--- src/rtl/fwd_hazard_unit.sv ---
// fwd_hazard_unit: operand-forward selects and stall/flush control
// for a 5-stage RISC-V pipeline (D, E, M, W shadows kept here).
//
// Ports:
//   clk, rst_n            clock, async active-low reset
//   rs1_d, rs2_d, rd_d    decode-stage register indices
//   regwrite_d, valid_d   decode-stage write enable / real instr
//   resultsrc_d           00 ALU, 01 load, 10 PC+4, 11 reserved
//   pcsrc_e               taken branch/jump resolved in execute
//   fwd_a_e, fwd_b_e      00 regfile, 01 WB, 10 MEM ALU, 11 MEM PC+4
//   stall_f, stall_d      hold fetch / decode registers
//   flush_d, flush_e      clear decode / execute registers
//   stall_cnt, flush_cnt  perf counters, only with HAZARD_PERF_EN
module fwd_hazard_unit (
  input  logic        clk,
  input  logic        rst_n,
  input  logic [4:0]  rs1_d,
  input  logic [4:0]  rs2_d,
  input  logic [4:0]  rd_d,
  input  logic        regwrite_d,
  input  logic        valid_d,
  input  logic [1:0]  resultsrc_d,
  input  logic        pcsrc_e,
  output logic [1:0]  fwd_a_e,
  output logic [1:0]  fwd_b_e,
  output logic        stall_f,
  output logic        stall_d,
  output logic        flush_d,
  output logic        flush_e
`ifdef HAZARD_PERF_EN
  ,
  output logic [31:0] stall_cnt,
  output logic [31:0] flush_cnt
`endif
);

  typedef struct packed {
    logic [4:0] rd;
    logic       regwrite;
    logic [1:0] resultsrc;
    logic [4:0] rs1;
    logic [4:0] rs2;
  } ex_sh_t;

  typedef struct packed {
    logic [4:0] rd;
    logic       regwrite;
    logic [1:0] resultsrc;
  } wr_sh_t;

  localparam logic [1:0] RS_LOAD = 2'b01;
  localparam logic [1:0] RS_PC4  = 2'b10;
  localparam logic [1:0] RS_RSV  = 2'b11;

  localparam logic [1:0] FW_RF  = 2'b00;
  localparam logic [1:0] FW_WB  = 2'b01;
  localparam logic [1:0] FW_MEM = 2'b10;
  localparam logic [1:0] FW_PC4 = 2'b11;

  ex_sh_t e_q, e_d;
  wr_sh_t m_q, m_d;
  wr_sh_t w_q, w_d;

  logic lw_stall;

  // Load in E whose result a real instruction in D needs:
  // the value only exists after M, so D must wait one cycle.
  always_comb begin
    lw_stall = 1'b0;
    if (valid_d && e_q.regwrite &&
        (e_q.resultsrc == RS_LOAD) &&
        (e_q.rd != 5'd0) &&
        ((e_q.rd == rs1_d) || (e_q.rd == rs2_d)))
      lw_stall = 1'b1;
  end

  // Outputs are forced idle while reset is held so that
  // a live pcsrc_e cannot leak a flush out of reset.
  always_comb begin
    stall_f = 1'b0;
    stall_d = 1'b0;
    flush_d = 1'b0;
    flush_e = 1'b0;
    if (rst_n) begin
      if (pcsrc_e) begin
        flush_d = 1'b1;
        flush_e = 1'b1;
      end else if (lw_stall) begin
        stall_f = 1'b1;
        stall_d = 1'b1;
        flush_e = 1'b1;
      end
    end
  end

  function automatic logic [1:0] fwd_sel(
    input logic [4:0] rs,
    input wr_sh_t     m,
    input wr_sh_t     w
  );
    logic [1:0] sel;
    sel = FW_RF;
    if (m.regwrite && (m.rd != 5'd0) && (m.rd == rs))
      sel = (m.resultsrc == RS_PC4) ? FW_PC4 : FW_MEM;
    else if (w.regwrite && (w.rd != 5'd0) && (w.rd == rs))
      sel = FW_WB;
    return sel;
  endfunction

  always_comb begin
    fwd_a_e = fwd_sel(e_q.rs1, m_q, w_q);
    fwd_b_e = fwd_sel(e_q.rs2, m_q, w_q);
  end

  always_comb begin
    e_d = '0;
    if (!flush_e) begin
      e_d.rd        = rd_d;
      e_d.regwrite  = regwrite_d;
      e_d.resultsrc = resultsrc_d;
      e_d.rs1       = rs1_d;
      e_d.rs2       = rs2_d;
    end
    m_d.rd        = e_q.rd;
    m_d.regwrite  = e_q.regwrite;
    m_d.resultsrc = e_q.resultsrc;
    w_d           = m_q;
  end

  always_ff @(posedge clk or negedge rst_n) begin
    if (!rst_n) begin
      e_q <= '0;
      m_q <= '0;
      w_q <= '0;
    end else begin
      e_q <= e_d;
      m_q <= m_d;
      w_q <= w_d;
    end
  end

`ifdef HAZARD_PERF_EN
  logic [31:0] stall_cnt_q, stall_cnt_d;
  logic [31:0] flush_cnt_q, flush_cnt_d;

  always_comb begin
    stall_cnt_d = stall_cnt_q + {31'd0, stall_d};
    flush_cnt_d = flush_cnt_q + {31'd0, flush_d};
  end

  always_ff @(posedge clk or negedge rst_n) begin
    if (!rst_n) begin
      stall_cnt_q <= '0;
      flush_cnt_q <= '0;
    end else begin
      stall_cnt_q <= stall_cnt_d;
      flush_cnt_q <= flush_cnt_d;
    end
  end

  assign stall_cnt = stall_cnt_q;
  assign flush_cnt = flush_cnt_q;
`endif

  // A load still in M with a consumer in E means the
  // load-use stall was missed; there is no mux input for it.
  a_no_load_use_in_m: assert property (
    @(posedge clk) disable iff (!rst_n)
    !(m_q.regwrite && (m_q.resultsrc == RS_LOAD) &&
      (m_q.rd != 5'd0) &&
      ((m_q.rd == e_q.rs1) || (m_q.rd == e_q.rs2))));

  // The reserved result source must never reach writeback.
  a_no_rsv_src: assert property (
    @(posedge clk) disable iff (!rst_n)
    !(w_q.regwrite && (w_q.resultsrc == RS_RSV)));

endmodule
--- config.mk ---
export PLATFORM = sky130hd
export DESIGN_NAME = fwd_hazard_unit
export DESIGN_NICKNAME = d
export VERILOG_FILES = /design/src/rtl/fwd_hazard_unit.sv
export SDC_FILE = /design/constraint.sdc
export NUM_CORES = 1
export LEC_CHECK = 0
export CORE_UTILIZATION = 44
export CTS_BUF_LIST = sky130_fd_sc_hd__clkbuf_4
export DETAILED_ROUTE_END_ITERATION = 10
export GPL_TIMING_DRIVEN = 0
export PLACE_DENSITY = 0.67
export SLEW_MARGIN = 25
export SYNTH_ARGS = -nofsm -noshare
export SYNTH_HDL_FRONTEND = slang
export SYNTH_SLANG_ARGS = --single-unit
--- constraint.sdc ---
create_clock -name clk -period 3.1 [get_ports clk]
set_input_delay 0.31 -clock clk [delete_from_list [all_inputs] [get_ports clk]]
set_output_delay 0.31 -clock clk [all_outputs]
set_load 0.01 [all_outputs]
I/O pins on the die edge:
Drawn at 6 px/um. Pins as bars across the die edge, other pins in grey.
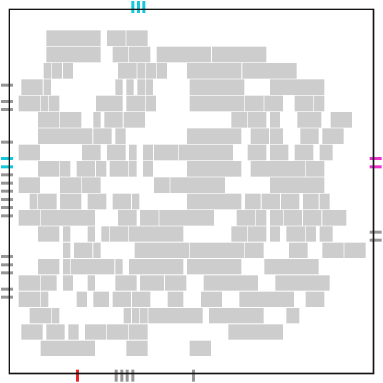
red -> rst_n  # pins 1, direction input, edge south
cyan -> rs2_d  # pins 5, direction input, edge 3 north, 2 west
magenta -> fwd_b_e  # pins 2, direction output, edge east
all pins by edge = 17 west, 6 south, 4 east, 3 north
Die W: 60.5 um
Die H: 60.5 um
Port Buffer Count: 29

Logic cells by family:
Drawn at 6 px/um.
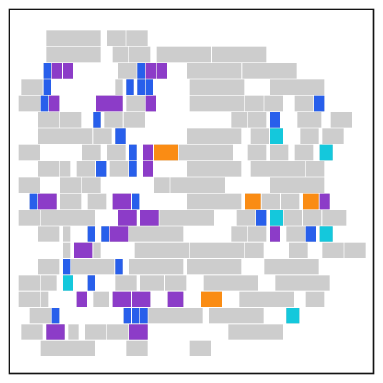
orange -> and/or cells  # cells 4, most used or4_1
blue -> nand cells  # cells 27, most used nand2_1, where all over the die
purple -> aoi and oai cells  # cells 23, most used a21oi_2
cyan -> nor cells  # cells 6, most used nor4_1
most numerous logic cell after layout: dfrtp_1
final non-filler cell total: 213

==> results.cfg <==
; physical design summary
[outcome]
status = finished clean

[finish]
final_nets = 191
fin_util = 0.599
ff_count = 32
top_regs = e_q x18, m_q x8, w_q x6
area_growth_pct = 25.6
clockNetworkAreaShare = 0.0238
multi_input_comb_cells = 94
buffers = 35
comb_share = 0.343
fillerInstances = 279
flop_area_um2 = 801
drive_gt1_frac = 0.142
combGateArea_um2 = 648
seq_share = 0.424

[pwr]
powerDensity_nw_per_um2 = 435
p_comb_frac = 0.163
p_int_w = 0.000597
p_leak_nw = 0.793
seq_power_share = 0.575
p_seq_w = 0.000472
pwr-share-clk = 0.262

[yosys]
simple_gate_share = 0.121
ys_seq_frac = 0.532
yosys_area_um2 = 1500
yosysUniqueCellTypes = 26
synthArstFlopShare = 1.00
synth_area_per_cell_um2 = 11.3
xor_area_frac = 0.175
compound_area_frac = 0.121
yosys_register_bits = 32
mux_area_frac = 0.0150
yosys.area_share.adder = 0
top_area_cell = dfrtp_1
synthFlopType = dfrtp_1

[drt]
drt_wl_total_um = 2930
met1_length_um = 1320
drt_iter0_drc = 14
topRoutingLayerUsed = met4
vias_per_cell = 4.91
dr_wl_met3_um = 104
vias = 1046

[floorplanning]
ios = 30
num_rows = 20
dieArea_um2 = 3660
fp-utilization = 0.477

[clock_tree]
clk_latency_ns = 0.33
htree_levels = 2
cts.repair.resized = 0
tritoncts = yes

[timing]
rsz0062_at_grt = false
slew_headroom = 0.525
period_needed_ns = 2.67
timing.fmax_ghz = 0.375
finalHoldViolations = 0
setup_tns_ns = 0

[grt]
met3_usage = 0.0405
met2_usage = 0.325
antenna_found_initial = 0
grt_use_total = 0.197
grt_max_degree = 35
grt_pass1_wl_um = 5020
grt_pass1_vias = 1096

[setup_path]
cpMaxStageDelayCell = or4_1
cp-endpoint = fwd_a_e[0]
path_max_fanout = 4
crit_path_start = m_q[4]$_DFF_PN0_
crit_family = simple AND/OR/NAND/NOR gates
crit_cells = 5
r2r_slack_ns = 1.36
crit_buf_inv = 1
rr_worst_depth = 5
cp_cell_sequence = or4_1, o21ai_1, nor4_1, mux2_2, clkdlybuf4s50_1
criticalPathCategory = flop to output pin
max_stage_delay_ns = 0.54
end_kind = output pin
required_ns = 2.79

[flow_run]
cap_violations = 0

[worst_hold_path]
hold_path.class = input pin to asynchronous set/reset pin
No activity file was given, so power comes from the tool's default toggle rates.
